==> images/final_congestion.png <==
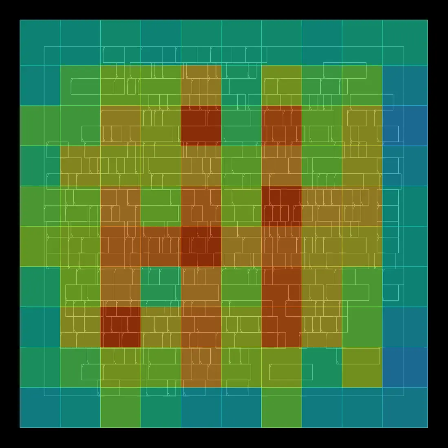
==> images/met2.png <==
Bar = 20 um.
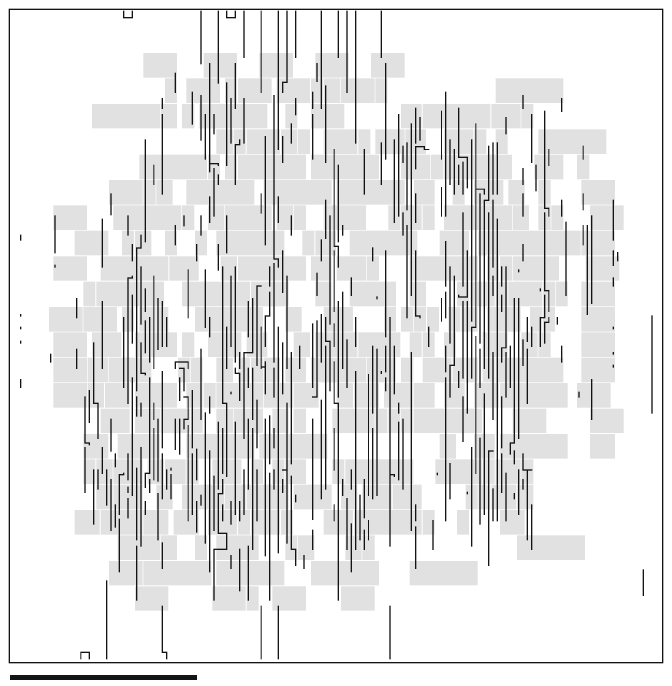
==> images/drive_strength.png <==
Bar = 20 um.
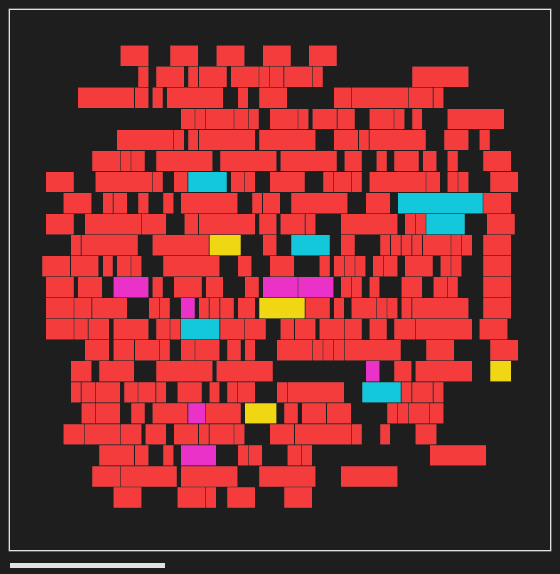
==> images/met1.png <==
Bar = 20 um. Supply wires on this layer in gray.
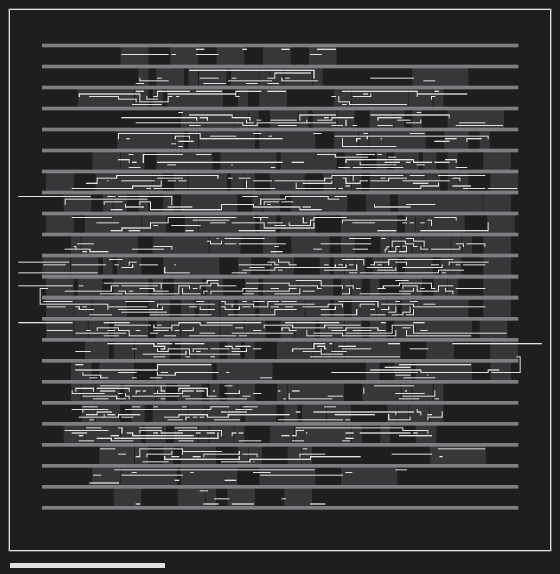
==> images/zoom.png <==
Bar = 10 um. Window x 15 to 55, y 1 to 41 um. Cells in gray, sequential cells in the stronger gray; small squares are vias.
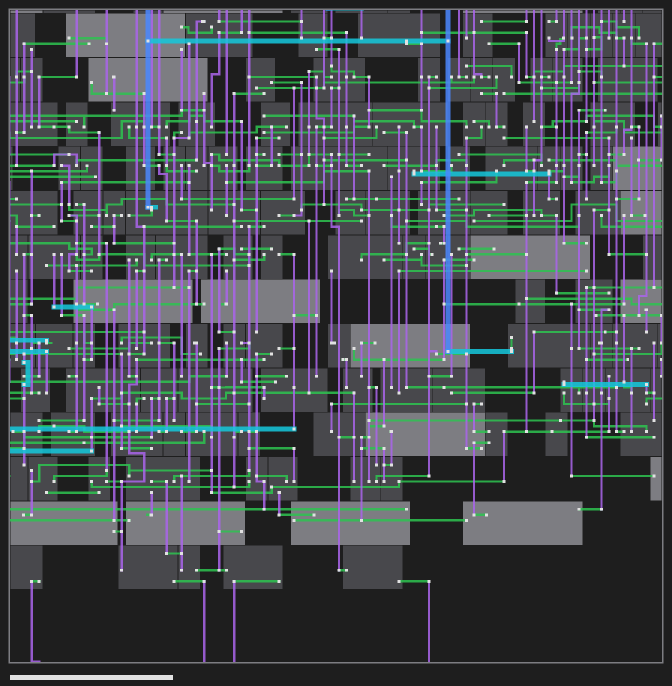
File: src/rtl/ram_fifo_ctrl.sv
// Circular-buffer FIFO controller that owns the pins of a single-port RAM.
// A one-word holding register on the pop side hides the combinational RAM read.
module ram_fifo_ctrl #(
   parameter int BUS_WIDTH     = 8,
   parameter int ADDRESS_WIDTH = 8
) (
   input  logic                     clk,
   input  logic                     rst,
   input  logic [BUS_WIDTH-1:0]     in_data,
   input  logic                     in_valid,
   output logic                     in_ready,
   output logic [BUS_WIDTH-1:0]     out_data,
   output logic                     out_valid,
   input  logic                     out_ready,
   output logic [ADDRESS_WIDTH-1:0] ram_ad,
   output logic                     ram_st,
   output logic [BUS_WIDTH-1:0]     ram_X,
   input  logic [BUS_WIDTH-1:0]     ram_O,
   output logic [ADDRESS_WIDTH:0]   mem_count
);

   localparam int DEPTH = 1 << ADDRESS_WIDTH;
   localparam logic [ADDRESS_WIDTH:0] DEPTH_C = (ADDRESS_WIDTH+1)'(DEPTH);

   // Handshakes: a transfer happens on the edge where valid && ready are both
   // high; in_ready never looks at in_valid, and out_valid is a flop.

   logic [ADDRESS_WIDTH-1:0] wr_ptr_q, wr_ptr_d;
   logic [ADDRESS_WIDTH-1:0] rd_ptr_q, rd_ptr_d;
   logic [ADDRESS_WIDTH:0]   mem_count_q, mem_count_d;
   logic [BUS_WIDTH-1:0]     out_data_q, out_data_d;
   logic                     out_valid_q, out_valid_d;

   logic prefetch;
   logic write;

   // Refilling the holding register wins the shared RAM port over a push.
   always_comb begin
      prefetch = (mem_count_q != '0) && (!out_valid_q || out_ready);
      in_ready = !rst && !prefetch && (mem_count_q != DEPTH_C);
      write    = in_valid && in_ready;
   end

   always_comb begin
      ram_ad = prefetch ? rd_ptr_q : wr_ptr_q;
      ram_st = write;
      ram_X  = in_data;
   end

   always_comb begin
      wr_ptr_d    = wr_ptr_q;
      rd_ptr_d    = rd_ptr_q;
      mem_count_d = mem_count_q;
      out_data_d  = out_data_q;
      out_valid_d = out_valid_q;

      if (prefetch) begin
         out_data_d  = ram_O;
         out_valid_d = 1'b1;
         rd_ptr_d    = rd_ptr_q + ADDRESS_WIDTH'(1);
         mem_count_d = mem_count_q - (ADDRESS_WIDTH+1)'(1);
      end else if (out_valid_q && out_ready) begin
         out_valid_d = 1'b0;
      end

      // write and prefetch are exclusive, so at most one count update applies
      if (write) begin
         wr_ptr_d    = wr_ptr_q + ADDRESS_WIDTH'(1);
         mem_count_d = mem_count_q + (ADDRESS_WIDTH+1)'(1);
      end
   end

   always_ff @(posedge clk) begin
      if (rst) begin
         wr_ptr_q    <= '0;
         rd_ptr_q    <= '0;
         mem_count_q <= '0;
         out_data_q  <= '0;
         out_valid_q <= 1'b0;
      end else begin
         wr_ptr_q    <= wr_ptr_d;
         rd_ptr_q    <= rd_ptr_d;
         mem_count_q <= mem_count_d;
         out_data_q  <= out_data_d;
         out_valid_q <= out_valid_d;
      end
   end

   assign out_data  = out_data_q;
   assign out_valid = out_valid_q;
   assign mem_count = mem_count_q;

endmodule

File: config.mk
export PLATFORM = sky130hd
export DESIGN_NAME = ram_fifo_ctrl
export DESIGN_NICKNAME = d
export VERILOG_FILES = /design/src/rtl/ram_fifo_ctrl.sv
export SDC_FILE = /design/constraint.sdc
export NUM_CORES = 1
export LEC_CHECK = 0
export CORE_MARGIN = 4
export CORE_UTILIZATION = 50
export CTS_BUF_LIST = sky130_fd_sc_hd__clkbuf_8 sky130_fd_sc_hd__clkbuf_16
export DETAILED_ROUTE_END_ITERATION = 8
export GPL_TIMING_DRIVEN = 1
export PLACE_DENSITY = 0.83
export SKIP_LAST_GASP = 1
export SYNTH_ARGS = -nofsm -noshare
export SYNTH_HDL_FRONTEND = slang
export SYNTH_SLANG_ARGS = --single-unit
File: constraint.sdc
create_clock -name clk -period 9.5 [get_ports clk]
set_clock_uncertainty 0.2 [all_clocks]
set_input_delay 1.9 -clock clk [delete_from_list [all_inputs] [get_ports clk]]
set_output_delay 1.9 -clock clk [all_outputs]
set_load 0.01 [all_outputs]
==> impl_metrics.env <==
# source this file to load flow results
export IMPL_outcome="completed"
export IMPL_antenna_found_initial=0
export IMPL_lay_top_cells="nand2_1, clkdlybuf4s50_1, dfxtp_1"
export IMPL_clockBufferDepth=2
export IMPL_synth_chip_area_mm2=0.001913
export IMPL_cts_made_buffers=5
export IMPL_xor_share_pct=7.325
export IMPL_leakagePower_nw=0.9396
export IMPL_hold_end="out_data[6]"
export IMPL_drt_initial_drc_count=131
export IMPL_setup_tns_final_ns=0
export IMPL_hold_path_depth=2
export IMPL_drive_gt1_share_pct=6.273
export IMPL_placed_area_mm2=0.002270
export IMPL_routedLengthMet1_mm=1.993
export IMPL_dr_pass1_iters=4
export IMPL_p_total_uw=670.2
export IMPL_synthTopCellsByCount="nand2_1, dfxtp_1, a21oi_1, nor2_1"
export IMPL_worst_pin_slew_ns=1.173
export IMPL_synthCells=241
export IMPL_final_nets=300
export IMPL_period_used_pct=67.16
export IMPL_seqPwrFrac_pct=30.6
export IMPL_vias=1719
export IMPL_lay_top_count="nand2_1"
export IMPL_antenna_left=0
export IMPL_cts_max_level=2
export IMPL_edf_count=0
export IMPL_die_y_um=69.86
export IMPL_buffers=40
export IMPL_dp_hpwl_mm=3.150
export IMPL_seqCellArea_um2=680.7
export IMPL_largest_area_cell="dfxtp_1"
export IMPL_pg_clk_uw=131
export IMPL_highest_signal_layer="met4"
export IMPL_clockNetworkAreaShare_pct=4.577
export IMPL_clkSinkCount=34
export IMPL_logic_gate_count=180
export IMPL_rsz0062_at_grt="no"
export IMPL_ys_seq_share_pct=35.58
export IMPL_postCtsHoldBufs=0
export IMPL_reg2reg_depth=10
export IMPL_grt_overflow_total=0
export IMPL_ys_ff=34
export IMPL_slowest_delay_ns=0.58
export IMPL_critPathBufInv=4
export IMPL_grt_util_met1_pct=22.18
export IMPL_fmax_ghz=0.1567
export IMPL_grt_max_degree=35
export IMPL_drv_slew=0
export IMPL_cts_resized_gates=0
export IMPL_largest_reg_flops=9
export IMPL_critPathTopFamily="buffers and inverters"
export IMPL_ys_cells=241
export IMPL_final_cells=319
export IMPL_cpMostUsedCell="clkdlybuf4s50_1"
export IMPL_fin_ws_ns=3.120
export IMPL_ys_warn_count=0
export IMPL_synth_simple_area_share_pct=24.00
export IMPL_synth_top_cell_by_count="nand2_1"
export IMPL_cts_tree="done"
export IMPL_num_antenna_cells=0
export IMPL_timing_slew_headroom_pct=21.32
export IMPL_synth_compound_area_share_pct=19.10
export IMPL_synthDistinctLibCells=41
export IMPL_async_flop_share_pct=0
export IMPL_tool_warnings=26
export IMPL_fp_util_pct=51.87
export IMPL_synthTopLogicFamily="simple AND/OR/NAND/NOR gates"
export IMPL_use_met2_pct=29.17
export IMPL_power_frac_comb_pct=49.9
export IMPL_cp_required_ns=7.40
export IMPL_die_w_um=69.86
export IMPL_holdWs_ns=0.2565
export IMPL_die_area_mm2=0.004880
export IMPL_nWellTaps=48
export IMPL_critPathLaunch="rst"
export IMPL_clock_power_share_pct=19.5
export IMPL_crit_cells=6
export IMPL_crit_chain="clkdlybuf4s50_1, buf_4, nor2b_1, o21ai_1, inv_1, clkdlybuf4s50_1"
export IMPL_sw_frac_of_total_pct=39.03
export IMPL_worstPathMaxFanout=34
export IMPL_finalCriticalPeriod_ns=6.380
export IMPL_grt_pass1_vias=1582
export IMPL_top_cell_area_share_pct=35.58
export IMPL_syn_avg_cell_area_um2=7.938
export IMPL_final_fill_count=355
export IMPL_fa_ha_area_share_pct=6.933
export IMPL_power_density_mw_per_mm2=281.8
export IMPL_io_pins=56
export IMPL_comb_area_mm2=0.001097
export IMPL_netlist_area_mm2=0.001913
export IMPL_drc_errors=0
export IMPL_grt_pass1_wl_mm=7.051
export IMPL_worst_path_max_delay_cell="clkdlybuf4s50_1"
export IMPL_worstSetupPathType="in2out"
export IMPL_timing_max_cap_violations=0
export IMPL_regToRegSetupSlack_ns=5.56
export IMPL_dp_cells=311
export IMPL_timing_rr_end="mem_count[8]"
export IMPL_comb_share_pct=46.13
export IMPL_flop_cell="dfxtp_1"
export IMPL_seq_power_uw=205
export IMPL_post_cts_buffers=0
export IMPL_routabilityCongestion=0.8266
export IMPL_flop_count=34
export IMPL_synth_area_top_cells="dfxtp_1, nand2_1, ha_1"
export IMPL_dominant_cells="logic gates"
export IMPL_vias_per_cell=5.389
export IMPL_inverters=9
export IMPL_wl_met2_mm=2.064
export IMPL_powerComb_uw=334
export IMPL_layout_nonclk_buf_share_pct=16.73
export IMPL_critPathCapture="ram_st"
export IMPL_coreArea_mm2=0.003689
export IMPL_reg2reg_from="mem_count[0]"
export IMPL_clkTransAtPathRegs_ns=0.07
export IMPL_top_power_group="combinational logic"
export IMPL_port_buffers=39
-- final_congestion.png (at the start) --
GRT busiest layer: met2
GRT Total Usage: 17.63%
M3 GR Usage: 4.317%
drt wl/cell: 13.74 um
final core occ: 64.48%

-- met2.png (at the start) --
The wires run mostly vertical. The layer carries 2,060 um of wire.

-- drive_strength.png (at the start) --
Key: yellow = drive 3 to 4 [cells 4, share 1.5%, most used or4_4]; red = drive 1 or less [cells 254, share 94%, most used nand2_1]; magenta = drive 2 [cells 7, share 2.6%]; cyan = drive 6 and up [cells 6, share 2.2%, most used clkbuf_8]
fin area: 0.002379 mm2
Area Growth Syn to Fin: 24.33%

-- met1.png (at the start) --
The layer carries 1,990 um of wire. The layer holds 45% of the routed length. The longest straight run is 25.8 um.

-- zoom.png (at the start) --
Key: green = met1; blue = met4; purple = met2; cyan = met3
Netlist names of flops here include mem_count (7), wr_ptr_q (4). Sequential cells in the window: 11. Most frequent: nand2_1 (25), nor2_1 (12), dfxtp_1 (11). 122 logic cells have their middle in the window.

